**config.mk**
```make
export PLATFORM = sky130hd
export DESIGN_NAME = fll_rate_ctrl
export DESIGN_NICKNAME = d
export VERILOG_FILES = /design/src/rtl/fll_rate_ctrl.sv
export SDC_FILE = /design/constraint.sdc
export NUM_CORES = 1
export LEC_CHECK = 0
export CORE_MARGIN = 5
export CORE_UTILIZATION = 58
export CTS_BUF_LIST = sky130_fd_sc_hd__clkbuf_4
export CTS_CLUSTER_SIZE = 14
export DETAILED_ROUTE_END_ITERATION = 8
export PLACE_DENSITY = 0.89
export SYNTH_ARGS = -nofsm -noshare
export SYNTH_HDL_FRONTEND = slang
export SYNTH_SLANG_ARGS = --single-unit
```
**constraint.sdc**
```tcl
create_clock -name CLK_IP_i -period 3.9 [get_ports CLK_IP_i]
set_clock_uncertainty 0.15 [all_clocks]
set_input_delay 0.975 -clock CLK_IP_i [delete_from_list [all_inputs] [get_ports CLK_IP_i]]
set_output_delay 0.975 -clock CLK_IP_i [all_outputs]
set_load 0.05 [all_outputs]
```
**src/rtl/fll_rate_ctrl.sv**
```systemverilog
`default_nettype none
// ============================================================================
// Module  : fll_rate_ctrl
// Brief   : I2S FLL sequencing controller. Tracks master-minus-local word
//           drift and raises speedup/slowdown requests with clear + holdoff.
// Revision: 1.0 - initial release
// ============================================================================
module fll_rate_ctrl #(
  parameter int DIFF_W = 8,
  parameter int HOLD_W = 16
) (
  input  logic                     CLK_IP_i,
  input  logic                     RST_IP_i,
  input  logic                     enable_i,
  input  logic                     master_word_i,
  input  logic                     local_word_i,
  input  logic [DIFF_W-2:0]        threshold_i,
  input  logic [HOLD_W-1:0]        holdoff_i,
  input  logic                     int_clr_i,
  output logic                     Interrupt_speedup_o,
  output logic                     Interrupt_slowdown_o,
  output logic signed [DIFF_W-1:0] word_diff_o,
  output logic                     master_wordcnt_is_ahead_o,
  output logic                     local_wordcnt_is_ahead_o,
  output logic [2:0]               state_o
);

  typedef enum logic [2:0] {
    ST_IDLE     = 3'd0,
    ST_TRACK    = 3'd1,
    ST_SPEEDUP  = 3'd2,
    ST_SLOWDOWN = 3'd3,
    ST_HOLDOFF  = 3'd4
  } state_t;

  // Symmetric saturation limits: +(2^(N-1)-1) and -(2^(N-1)-1).
  localparam logic signed [DIFF_W-1:0] C_DIFF_MAX = {1'b0, {(DIFF_W-1){1'b1}}};
  localparam logic signed [DIFF_W-1:0] C_DIFF_MIN = -C_DIFF_MAX;
  localparam logic signed [DIFF_W-1:0] C_DIFF_ONE = DIFF_W'(1);
  localparam logic [DIFF_W-2:0]        C_THR_ONE  = (DIFF_W-1)'(1);
  localparam logic [HOLD_W-1:0]        C_HOLD_ONE = HOLD_W'(1);

  state_t                     r_state;
  state_t                     w_state_nxt;
  logic signed [DIFF_W-1:0]   r_diff;
  logic [HOLD_W-1:0]          r_hcnt;
  logic [DIFF_W-2:0]          w_thr_u;
  logic signed [DIFF_W-1:0]   w_thr;
  logic signed [DIFF_W-1:0]   w_neg_thr;
  logic                       w_in_req;
  logic                       w_clr_take;

  assign w_thr_u    = (threshold_i == '0) ? C_THR_ONE : threshold_i;
  assign w_thr      = {1'b0, w_thr_u};
  assign w_neg_thr  = -w_thr;
  assign w_in_req   = (r_state == ST_SPEEDUP) || (r_state == ST_SLOWDOWN);
  assign w_clr_take = w_in_req && int_clr_i && enable_i;

  always_ff @(posedge CLK_IP_i) begin
    if (RST_IP_i) begin
      r_state <= ST_IDLE;
    end else begin
      r_state <= w_state_nxt;
    end
  end

  always_comb begin
    w_state_nxt = r_state;
    case (r_state)
      ST_IDLE:     if (enable_i) w_state_nxt = ST_TRACK;
      ST_TRACK: begin
        if (r_diff >= w_thr)          w_state_nxt = ST_SPEEDUP;
        else if (r_diff <= w_neg_thr) w_state_nxt = ST_SLOWDOWN;
      end
      ST_SPEEDUP,
      ST_SLOWDOWN: if (int_clr_i) w_state_nxt = ST_HOLDOFF;
      ST_HOLDOFF:  if (r_hcnt == '0) w_state_nxt = ST_TRACK;
      default:     w_state_nxt = ST_IDLE;
    endcase
    // Disable overrides everything, including a pending request or clear.
    if (!enable_i) w_state_nxt = ST_IDLE;
  end

  // diff is zeroed on the same edge the FSM falls back to IDLE.
  always_ff @(posedge CLK_IP_i) begin
    if (RST_IP_i) begin
      r_diff <= '0;
    end else if ((r_state == ST_IDLE) || !enable_i) begin
      r_diff <= '0;
    end else if (master_word_i && !local_word_i) begin
      if (r_diff != C_DIFF_MAX) r_diff <= r_diff + C_DIFF_ONE;
    end else if (local_word_i && !master_word_i) begin
      if (r_diff != C_DIFF_MIN) r_diff <= r_diff - C_DIFF_ONE;
    end
  end

  always_ff @(posedge CLK_IP_i) begin
    if (RST_IP_i) begin
      r_hcnt <= '0;
    end else if (w_clr_take) begin
      r_hcnt <= holdoff_i;
    end else if ((r_state == ST_HOLDOFF) && (r_hcnt != '0)) begin
      r_hcnt <= r_hcnt - C_HOLD_ONE;
    end
  end

  assign Interrupt_speedup_o       = (r_state == ST_SPEEDUP);
  assign Interrupt_slowdown_o      = (r_state == ST_SLOWDOWN);
  assign word_diff_o               = r_diff;
  assign master_wordcnt_is_ahead_o = !r_diff[DIFF_W-1] && (r_diff != '0);
  assign local_wordcnt_is_ahead_o  = r_diff[DIFF_W-1];
  assign state_o                   = r_state;

endmodule
`default_nettype wire
```
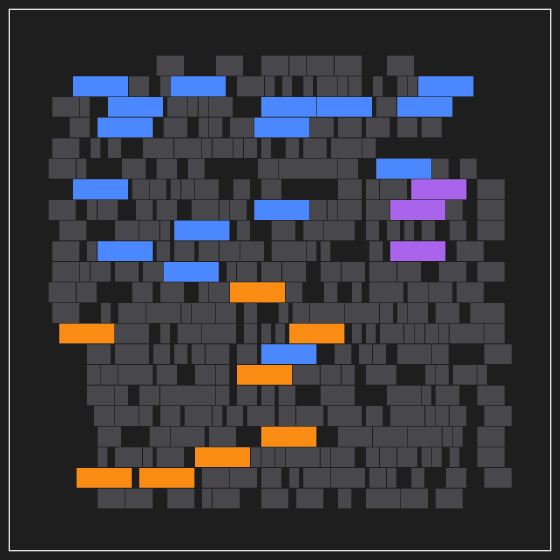
Fig. 1. Where the registers sit (run 1).
| color | name in the netlist | placed flops |
|---|---|---|
| purple | state_o | 3 |
| blue | r_hcnt | 16 |
| orange | word_diff_o | 8 |
Seq. cell area: 541 sq um
utilization after layout: 72.9%
share of the final layout cell area in sequential cells: 20.2%
sequential group power: 292 uW

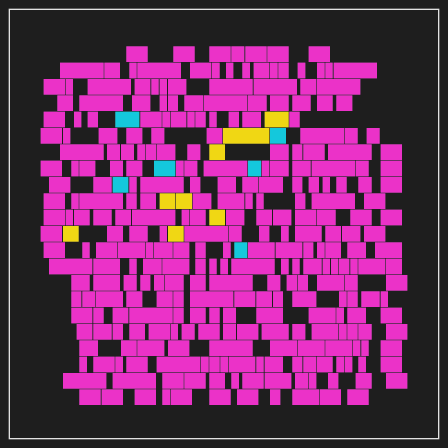
Fig. 2. Cell sizes after repair (run 1).
| color | size | cells |
|---|---|---|
| cyan | drive 2 | 6 |
| magenta | drive 1 or less | 291 |
| yellow | drive 3 to 4 | 8 |
area added between synthesis and finish: 22.6%
post-route worst setup slack: 0.437 ns
non-clock buffer count: 45
area of all placed cells without fillers: 0.00267 sq mm

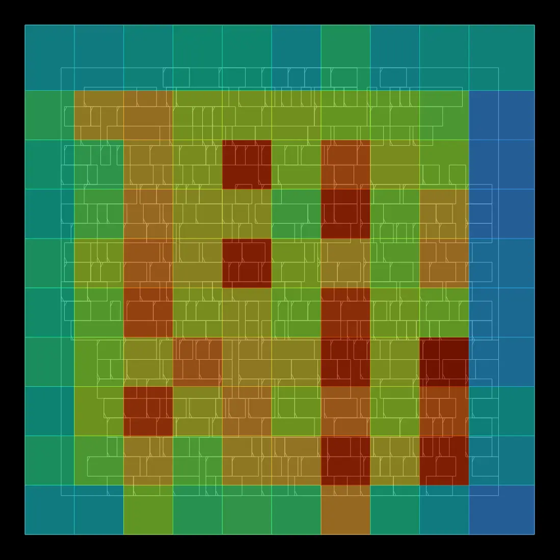
Fig. 3. Routing congestion (run 1).
total global routing track utilization: 19.9%
GRT busiest layer: met2
met1 layer usage reported by global route: 26.1%
met2 routing resource usage after global routing: 34.8%

==> run 1: power groups by stage <==
stage	clock network (mW)	registers [mW]	logic, mW
final	0.128	0.292	0.173
after global routing	0.138	0.293	0.191
after CTS	0.130	0.292	0.173
after detailed placement	0	0.298	0.172
after global placement	0	0.297	0.167
after floorplan	0	0.305	0.102
==> run 1: path summary, 6_finish.rpt <==
path / end / start / slack (ns) / depth (start not counted)
setup / recovery: master_wordcnt_is_ahead_o / word_diff_o[2] / 0.44 / 4
hold / removal: r_hcnt[13] / r_hcnt[13] / 0.41 / 2
setup reg to reg: r_hcnt[13] / state_o[2] / 1.45 / 5
hold reg to reg: r_hcnt[13] / r_hcnt[13] / 0.41 / 2
==> run 1: layout make-up <==
cell class / count / share of cell area [%]
clock buffers: 3 / 0.843
multi-input cells: 210 / 57.0
well taps: 48 / 2.25
inverters: 19 / 2.67
flip-flops and latches: 27 / 20.2
repair buffers: 45 / 16.7
clock inverters: 1 / 0.281
==> run 1: metrics by stage <==
step	hold slack, ns	instances	area [sq um]
after floorplan	0.341	266	2180
after global placement	0.365	349	2640
after detailed placement	0.374	349	2640
after CTS	0.395	353	2670
after global routing	0.437	353	2670
final	0.405	353	2670
==> run 1: cell usage in the layout (no fill, tap or decap), types with 5 or more instances in the layout <==
cell              n
a21oi_1          14
nand3_1           5
clkdlybuf4s50_1  43
inv_1            19
nand2_1           7
xnor2_1          15
dfxtp_1          27
a211oi_1         15
ha_1             23
nor4_1            7
mux2i_1           6
nor3_1           14
nand4_1           5
xor2_1            5
nor2_1           33
==> run 1: sequential cells by signal (all words and copies together), names as in the netlist <==
register	count
r_hcnt	16
state_o	3
word_diff_o	8
==> run 1: metal layers <==
metal  vias to the layer above  track usage [%]  wire (um)
li1                       1068                -          -
met1                       978             26.1       2320
met2                        67             34.8       2400
met3                        12             2.38        289
met4                         0             4.80         84
met5                         -                0          0
==> run 1: worst register-to-register path, cell delays in order, from the launching register on <==
cell and delay (ns):
dfxtp_1 0.49, or3b_1 0.47, nor4_4 0.43, nand3_2 0.15, or4_1 0.43, a311oi_1 0.25
==> run 1: cell families (layout without fill, tap and decap cells) <==
family,after synthesis,in the layout
adder cells (fa/ha/maj),24,24
other,1,1
AND/OR/NAND/NOR,99,99
buffers and inverters,29,68
AND-OR/OR-AND,60,60
multiplexers,6,6
XOR/XNOR,20,20
flip-flops,27,27
==> Flow_metrics.wiki, run 1 <==
== Run summary ==
{| class="wikitable"
! Metric !! Value
|-
| Outcome || finished clean
|-
| Total number of vias || approximately 2100
|-
| Share of the clock period used by the worst path || 88.8%
|-
| Net switching component of the power || roughly 190 uW
|-
| Cell family contributing the most delay on the critical path || simple AND/OR/NAND/NOR gates
|-
| Critical-path cell list || or4_1 > nor3_1 > a21oi_1 > clkdlybuf4s50_1
|-
| TritonCTS clock tree || built
|-
| Multiplexer share of the synthesized area || 2.76%
|-
| Int Pwr || 404 uW
|-
| Sequential element share of the synthesized area || between 20 and 25%
|-
| Setup Fix Bufs, Post-CTS || 0
|-
| Share of final-layout standard cells stronger than drive strength 1 || between 4 and 5%
|-
| Maximum fanout count along the critical path || 7
|-
| Core Rows || 22
|-
| Number of enable-type register cells in the synthesized netlist || 0
|-
| Fraction of the mapped netlist area in adder cells || between 10 and 15%
|-
| Area share of xor/xnor cells in the synthesized design || under 10%
|-
| Final layout net count || roughly 360
|-
| Wire length of the first global-routing pass || 8540 um
|-
| Distinct lib cells || 50
|-
| Largest area contributor in the netlist || dfxtp_1
|-
| Library cell contributing the largest single delay on the critical path || clkdlybuf4s50_1
|-
| Main flop type after synthesis || dfxtp_1
|-
| Ys cells || ~270
|-
| Maximum frequency from static timing analysis || 289 MHz
|-
| # fillers || ~290
|-
| Tightest Pin Transition || ~0.64 ns
|-
| Post-DR vias/cell || between 6 and 7
|-
| Total cell area reported by yosys after synthesis || around 0.0022 sq mm
|-
| Power per cell area || roughly 220 mW/mm^2
|-
| Post-DRT Antenna Nets || 0
|-
| VDD IR max || around 150 uV
|-
| Count of routing violations after the opening detailed-route iteration || 91
|-
| Crit path buf inv count || 1
|-
| Dpl hpwl || about 4000 um
|-
| Std-Cell Core Area || 0.00366 sq mm
|-
| Global route overflow || 0
|-
| Yosys warnings || 0
|-
| Average detailed-routed wire length per instance || 14.4 um
|-
| Fraction of post-synthesis cell area in the top cell type by area || approximately a quarter
|-
| Worst min-delay path category || reg -> reg
|-
| Kind of start point of the critical path || flip-flop
|-
| Total chip power || slightly below 600 uW
|-
| Most instantiated cells after synthesis || nor2_1 (33), dfxtp_1 (27), ha_1 (23)
|-
| Maximum clock path buffer count || 2
|-
| Synthesized area divided by synthesized cell count || slightly above 8 sq um
|-
| Share of the core filled by cells before placement || 59.5%
|-
| Sw Share || 32.0%
|-
| Initial antenna violation count || 0
|-
| DR DRC count || 0
|-
| Clock-pin slew on the worst setup and hold paths || 0.15 ns
|-
| Max-slew headroom || 57.2%
|-
| Final weighted congestion in routability-driven placement || 0.819
|-
| Clock buffer count from CTS || 3
|-
| Clock Latency Late Sink || between 0.3 and 0.4 ns
|-
| Yosys top cell by instances || nor2_1
|-
| Post-synthesis simple-gate area fraction || between 20% and 30%
|-
| Flop pwr share || 49.2%
|-
| # port buffers || 43
|-
| Data required time at the worst endpoint || 2.77 ns
|-
| Stage delay of the slowest cell on the critical path || around 0.7 ns
|-
| Total nets after synthesis || 319
|-
| Die width || about 70 um
|-
| Crit path arrival time || about 2.3 ns
|-
| Share of async-settable or async-resettable flops after synthesis || 0%
|-
| Count of maximum capacitance violations || 0
|-
| Ant. Diodes || 0
|-
| Clock power share || 21.6%
|}
==> run 2: changes to the inputs <==
- CORE_ASPECT_RATIO: not set -> 0.6
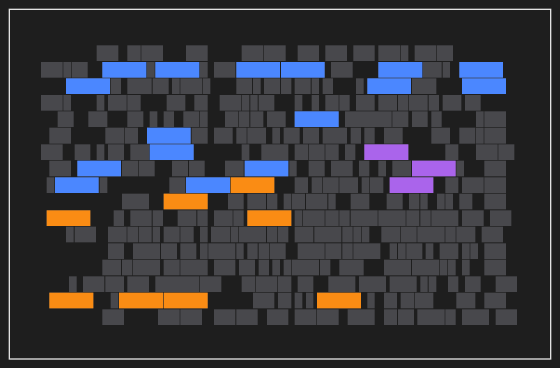
Fig. 4. Where the registers sit (run 2).
| color | name in the netlist | placed flops |
|---|---|---|
| orange | word_diff_o | 8 |
| purple | state_o | 3 |
| blue | r_hcnt | 16 |
utilization after layout: 73.4%
share of the final layout cell area in sequential cells: 20.3%

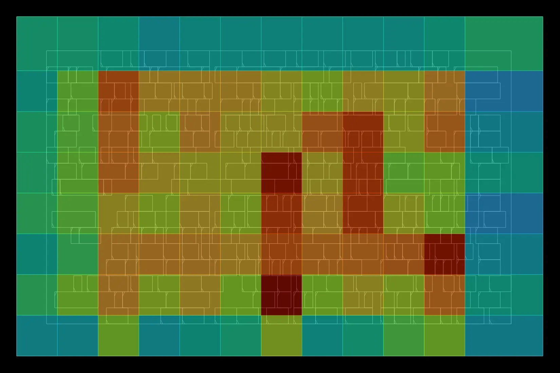
Fig. 5. Routing congestion (run 2).
total global routing track utilization: 21.4%
met1 layer usage reported by global route: 31.1%
global routing met3 resource utilization: 5.19%
average detailed-routed wire length per instance: 15.1 um
met2 routing resource usage after global routing: 31.9%

==> Flow_metrics.wiki, run 2 <==
== Run summary ==
{| class="wikitable"
! Metric !! Value
|-
| # fillers || 279 (-3.5%)
|-
| Dpl hpwl || 4140 um (+4.2%)
|-
| Yosys warnings || 0 (unchanged)
|-
| Post-DR vias/cell || 5.93 (-1.4%)
|-
| HP Start || r_hcnt[13]
|-
| Clock buffer count from CTS || 3 (unchanged)
|-
| Kind of start point of the critical path || input port
|-
| Final hold slack || 0.392 ns (-0.0128 ns)
|-
| # port buffers || 43 (unchanged)
|-
| Sequential element share of the synthesized area || 24.8% (unchanged)
|-
| Final weighted congestion in routability-driven placement || 0.864 (+5.4%)
|-
| Global route overflow || 0 (unchanged)
|-
| Top layer in use || met4
|-
| Distinct lib cells || 50 (unchanged)
|-
| Int Pwr || 411 uW (+1.8%)
|-
| Flop pwr share || 48.8% (-0.4 points)
|-
| Share of final-layout standard cells stronger than drive strength 1 || 4.59% (unchanged)
|-
| Placed cell area || 0.00264 sq mm (about the same)
|-
| Endpoint, Worst Hold || r_hcnt[13]
|-
| Largest reg by FF count || r_hcnt
|-
| Cell family contributing the most delay on the critical path || simple AND/OR/NAND/NOR gates
|-
| Min-Delay Path Depth || 2 (unchanged)
|-
| Most instantiated cells after synthesis || nor2_1 (33), dfxtp_1 (27), ha_1 (23)
|-
| Number of gates on the worst path with buffers counted || 13 (+9)
|-
| Maximum fanout count along the critical path || 4 (-3)
|-
| R2r setup slk || 1.37 ns (-0.08 ns)
|-
| Area added between synthesis and finish || 22.6% (about the same)
|-
| Crit Reg-Reg Endpoint || r_hcnt[13]
|-
| Most numerous logic cells after layout || clkdlybuf4s50_1 (43), nor2_1 (33), dfxtp_1 (27)
|-
| Share of the core filled by cells before placement || 59.9% (+0.39 points)
|-
| Worst min-delay path category || reg -> reg
|-
| Placed instance count || 348 (-0.29%)
|-
| DR DRC count || 0 (unchanged)
|-
| Total nets after synthesis || 319 (unchanged)
|-
| Clock-pin slew on the worst setup and hold paths || 0.15 ns (about the same)
|-
| Setup Fix Bufs, Post-CTS || 0 (unchanged)
|-
| Area of all placed cells without fillers || 0.00267 sq mm (about the same)
|-
| Share of the clock period used by the worst path || 89.0% (+0.18 points)
|-
| Total number of vias || 2089 (-1.7%)
|-
| Length of routed met2 wiring || 2180 um (-9.1%)
|-
| Data required time at the worst endpoint || 4.00 ns (+1.23 ns)
|-
| Core Rows || 17 (-23%)
|-
| Final standard cell count with taps included and fillers excluded || 352 (-0.28%)
|-
| Post-route worst setup slack || 0.429 ns (-0.00719 ns)
|-
| Wire length the detailed router placed on met1 || 2610 um (+12%)
|-
| Fraction of post-synthesis cell area in the top cell type by area || 24.8% (unchanged)
|-
| Initial antenna violation count || 0 (unchanged)
|-
| Maximum frequency from static timing analysis || 288 MHz (-0.21%)
|-
| Crit path buf inv count || 2 (+1)
|-
| Share of async-settable or async-resettable flops after synthesis || 0% (unchanged)
|-
| Die width || 89.1 um (+25%)
|-
| Std-Cell Core Area || 0.00364 sq mm (-0.65%)
|-
| Wire length of the first global-routing pass || 8930 um (+4.6%)
|-
| Synthesized area divided by synthesized cell count || 8.18 sq um (unchanged)
|-
| VDD IR max || 191 uV (+31%)
|-
| Largest area contributor in the netlist || dfxtp_1
|-
| Met3 Wirelength || 507 um (+75%)
|-
| Max-slew headroom || 53.4% (-3.8 points)
|-
| Most frequent logic cell in the layout || clkdlybuf4s50_1
|-
| Tightest Pin Transition || 0.693 ns (+0.0569 ns)
|-
| Ports placed on the boundary || ~44
|-
| Stage delay of the slowest cell on the critical path || 0.49 ns (-0.22 ns)
|-
| Yosys top cell by instances || nor2_1
|-
| Outcome || finished clean
|-
| TritonCTS clock tree || built
|-
| Clock Latency Late Sink || 0.33 ns (about the same)
|-
| Beginning of the worst register-to-register path || state_o[2]
|-
| Main flop type after synthesis || dfxtp_1
|-
| Detailed-route wire length || roughly 5300 um
|-
| Crit path arrival time || 3.57 ns (+1.23 ns)
|-
| Clock power share || 22.1% (+0.5 points)
|-
| Count of maximum capacitance violations || 0 (unchanged)
|-
| Largest register FFs || 16 (unchanged)
|-
| Critical-path cell list || clkdlybuf4s50_1 > nor4_1 > a21o_1 > inv_1 > ha_1 > nand3_1 > nor3_1 > xnor2_1 > ha_1 > nand4_1 > a21oi_1 > a211oi_1 > o21a_1
|-
| Ant. Diodes || 0 (unchanged)
|-
| Library cell contributing the largest single delay on the critical path || clkdlybuf4s50_1
|-
| Total cell area reported by yosys after synthesis || 0.00218 sq mm (unchanged)
|}
[run 2: cell types whose count changed in the layout (fill, tap and decap cells not counted)]
cell	change
clkinvlp_4	-1
clkbuf_4	+1
[run 2: metal layers]
metal	vias to the layer above	global-route usage, %
li1	1063	-
met4	0	4.67
met1	929	31.1
met2	93	31.9
met5	-	0
met3	4	5.19
[run 2: cell type report]
class                           instances  area (sq um)  area share [%]
Multi-Input combinational cell        210          1520            57.1
Tap cell                               47          58.8            2.20
Inverter                               19          71.3            2.67
Sequential cell                        27           541            20.3
Timing Repair Buffer                   45           445            16.7
Clock buffer                            4          30.0            1.13
[run 2: cells by family after synthesis]
family,count (synthesis),synth area share (%)
and+or+nand+nor,99,24.9
AOI/OAI and AO/OA,60,19.9
buffers and inverters,29,5.23
DFF,27,24.8
adders and majority gates,24,14.1
xor gates and xnor gates,20,8.05
muxes,6,2.76
other,1,0.172
[run 2: worst reg2reg max path, delay by kind of cell, from the launching register on]
kind | cells | cell delay (ns)
flops | 1 | 0.51
compound gates | 1 | 0.26
simple gates | 4 | 1.53
[run 2: how the worst max path moves through the flow]
stage                   startpoint                         to  slack (ns)
finish              threshold_i[2]                 state_o[1]        0.43
global route        word_diff_o[2]  master_wordcnt_is_ahead_o        0.29
CTS                 word_diff_o[2]  master_wordcnt_is_ahead_o        0.45
detailed placement  threshold_i[2]                 state_o[1]        0.12
global placement    threshold_i[2]                 state_o[1]        0.34
floorplan           threshold_i[1]                 state_o[1]        0.89
[run 2: power by group through the flow]
stage | logic (mW) | clock network (mW) | registers [mW]
3_3_place_gp | 0.167 | 0 | 0.298
2_1_floorplan | 0.102 | 0 | 0.305
6_report | 0.174 | 0.132 | 0.292
3_5_place_dp | 0.171 | 0 | 0.298
4_1_cts | 0.173 | 0.135 | 0.292
5_1_grt | 0.190 | 0.143 | 0.294
[run 2: per-stage QoR]
stage	total power [mW]	utilization (%)
detailed placement	0.469	72.5
floorplan	0.407	-
global placement	0.465	72.5
finish	0.598	73.4
global route	0.627	73.4
CTS	0.600	73.4
==> run 3: changes to the inputs <==
- CORE_MARGIN: 5 -> 3
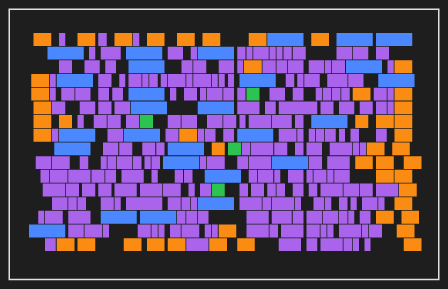
Fig. 6. Cell classes on the final placement (run 3).
| color | class | cells |
|---|---|---|
| orange | other buffers and delay cells | 46 |
| green | clock drivers and dummy loads | 4 |
| purple | all other logic | 229 |
| blue | flip-flops | 27 |
Std-Cell Core Area: 0.00342 sq mm
share of the final layout cell area in sequential cells: 20.2%
Core Rows: 16
area of all placed cells without fillers: 0.00267 sq mm
utilization after layout: 78.1%

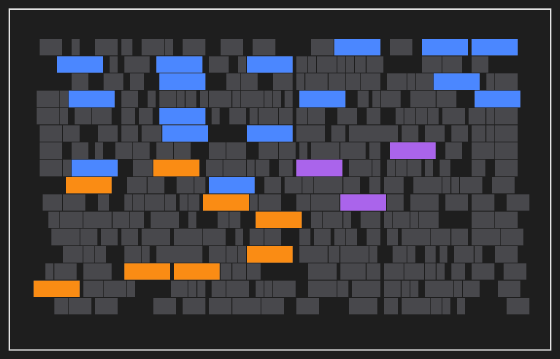
Fig. 7. Where the registers sit (run 3).
| color | name in the netlist | placed flops |
|---|---|---|
| purple | state_o | 3 |
| blue | r_hcnt | 16 |
| orange | word_diff_o | 8 |

==> Flow_metrics.wiki, run 3 <==
== Run summary ==
{| class="wikitable"
! Metric !! Value
|-
| Share of the clock period used by the worst path || 88.9% (about the same)
|-
| Mapped Cells || between 200 and 300
|-
| Yosys top cell by instances || nor2_1
|-
| Final Max Tran Viols || 0
|-
| Clock buffer count from CTS || 3 (unchanged)
|-
| Total chip power || 599 uW (+0.17%)
|-
| Largest area contributor in the netlist || dfxtp_1
|-
| Post-synthesis simple-gate area fraction || 24.9% (unchanged)
|-
| Critical Setup Path Class || reg -> out
|-
| # fillers || 261 (-6.5%)
|-
| Cells taking the most area after synthesis || dfxtp_1 (25%), ha_1 (13%), xnor2_1 (6.0%)
|-
| Clock-pin slew on the worst setup and hold paths || 0.15 ns (about the same)
|-
| R2r setup slk || 1.43 ns (+0.06 ns)
|-
| Yosys warnings || 0 (unchanged)
|-
| Total number of warnings across the stage logs || 26
|-
| Detailed-route wire length || 5250 um (-1.5%)
|-
| Maximum number of pins on one net before global-route repair || 33
|-
| Post-DR vias/cell || 5.97 (+0.52%)
|-
| Post-DRT Antenna Nets || 0
|-
| Tightest Pin Transition || 0.787 ns (+0.0949 ns)
|-
| Average detailed-routed wire length per instance || 15.0 um (-1.2%)
|-
| Sequential element share of the synthesized area || 24.8% (unchanged)
|-
| Most numerous logic cells after layout || clkdlybuf4s50_1 (43), nor2_1 (33), dfxtp_1 (27)
|-
| Total cell area reported by yosys after synthesis || 0.00218 sq mm (unchanged)
|-
| Multiplexer share of the synthesized area || 2.76% (unchanged)
|-
| Area added between synthesis and finish || 22.8%
|-
| VDD IR max || 163 uV (-15%)
|-
| Top non-seq family || simple AND/OR/NAND/NOR gates
|-
| Main flop type after synthesis || dfxtp_1
|-
| Initial antenna violation count || 0 (unchanged)
|-
| Static leakage || ~1.1 nW
|-
| Max-slew headroom || 47.0% (-6.4 points)
|-
| Level count of the clock H-tree || 1
|-
| Final standard cell count with taps included and fillers excluded || 351 (-0.28%)
|-
| Largest reg by FF count || r_hcnt
|-
| Share of the core filled by cells before placement || 63.6% (+3.7 points)
|-
| Share of async-settable or async-resettable flops after synthesis || 0% (unchanged)
|-
| Total standard cell area after synthesis || between 0.002 and 0.0025 sq mm
|-
| Count of maximum capacitance violations || 0 (unchanged)
|-
| Compound Share, Synth || 19.9% (unchanged)
|-
| Most frequent logic cell in the layout || clkdlybuf4s50_1
|-
| Kind of start point of the critical path || flip-flop
|-
| Fraction of post-synthesis cell area in the top cell type by area || 24.8% (unchanged)
|-
| Synthesized area divided by synthesized cell count || 8.18 sq um (unchanged)
|-
| Data required time at the worst endpoint || 2.77 ns (-1.23 ns)
|-
| Distinct lib cells || 50 (unchanged)
|-
| Wire length of the first global-routing pass || 8590 um (-3.8%)
|-
| Die width || 85.1 um (-4.5%)
|-
| Maximum fanout count along the critical path || 7 (+3)
|-
| # port buffers || 43 (unchanged)
|-
| Area enclosed by the die boundary || 0.00455 sq mm
|-
| Outcome || finished clean
|-
| Seq. cell area || 541 sq um (unchanged)
|-
| Maximum frequency from static timing analysis || 288 MHz (about the same)
|-
| Final hold slack || 0.399 ns (+0.00670 ns)
|-
| Min cycle time layout || between 3 and 4 ns
|-
| Worst min-delay path category || reg -> reg
|-
| Ant. Diodes || 0 (unchanged)
|-
| Largest register FFs || 16 (unchanged)
|-
| Crit. End Element || output pin
|-
| Crit path arrival time || 2.34 ns (-1.23 ns)
|-
| Total global routing track utilization || 24.2% (+2.8 points)
|-
| Final weighted congestion in routability-driven placement || 0.923 (+6.9%)
|-
| Dpl hpwl || 4080 um (-1.5%)
|-
| Logic area || 0.00152 sq mm (unchanged)
|-
| Most instantiated cells after synthesis || nor2_1 (33), dfxtp_1 (27), ha_1 (23)
|-
| Synthesized registers || 27
|-
| Placed instance count || 347 (-0.29%)
|-
| Total nets after synthesis || 319 (unchanged)
|-
| DR DRC count || 0 (unchanged)
|-
| Ports placed on the boundary || 44 (unchanged)
|-
| Area share of xor/xnor cells in the synthesized design || 8.05% (unchanged)
|-
| Post-route worst setup slack || 0.433 ns (+0.00324 ns)
|-
| Global route overflow || 0 (unchanged)
|-
| Setup Fix Bufs, Post-CTS || 0 (unchanged)
|-
| Vias in the first global route || 1775
|-
| Clock Latency Late Sink || 0.34 ns (about the same)
|-
| Total number of vias || 2094 (+0.24%)
|-
| Share of final-layout standard cells stronger than drive strength 1 || 4.90% (+0.31 points)
|-
| TritonCTS clock tree || built
|-
| Fraction of the mapped netlist area in adder cells || 14.1% (unchanged)
|}
-- run 3: cell count changes in the layout (fill, tap and decap cells not counted) --
| cell | before | now |
|---|---|---|
| clkinvlp_4 | 0 | 1 |
| buf_4 | 2 | 3 |
| clkbuf_4 | 4 | 3 |
-- run 3: final cells by class --
class,count,area share (%)
flip-flops and latches,27,20.2
multi-input cells,210,56.9
well taps,45,2.11
clock inverters,1,0.281
repair buffers,46,16.9
clock buffers,3,0.842
inverters,19,2.67
-- run 3: path summary, 6_finish.rpt --
path | startpoint | endpoint | depth (start not counted)
setup / recovery | word_diff_o[3] | master_wordcnt_is_ahead_o | 4
hold / removal | r_hcnt[13] | r_hcnt[13] | 2
setup reg to reg | state_o[2] | r_hcnt[13] | 5
hold reg to reg | r_hcnt[13] | r_hcnt[13] | 2
-- run 3: kinds of logic (layout without fill, tap and decap cells) --
family / after synthesis / count (layout)
mux: 6 / 6
fa+ha+maj: 24 / 24
compound gates: 60 / 60
simple gates: 99 / 99
buf+inv: 29 / 69
other cells: 1 / 1
flops: 27 / 27
xor+xnor: 20 / 20
-- run 3: routing by layer --
layer | track usage (%) | wire length [um]
met3 | 4.35 | 508
met2 | 35.4 | 2020
met5 | 0 | 0
met1 | 36.2 | 2670
met4 | 5.53 | 47
-- run 3: critical path, stage by stage (launching register included) --
cell and delay (ns):
dfxtp_1 0.43, or4_1 0.52, nor3_1 0.20, a21oi_1 0.12, clkdlybuf4s50_1 0.73
-- run 3: power breakdown --
group          internal, mW  total, mW  switching (mW)
Combinational        0.0833      0.177          0.0940
Clock                0.0394      0.130          0.0907
Sequential            0.282      0.292         0.00985
-- run 3: per-stage QoR --
step                      area (sq um)  util [%]
after global placement            2640      77.2
after floorplan                   2180         -
final                             2670      78.1
after CTS                         2670      78.1
after global routing              2670      78.1
after detailed placement          2640      77.2
Power figures rest on the tool's default switching activity, not on a simulated workload.
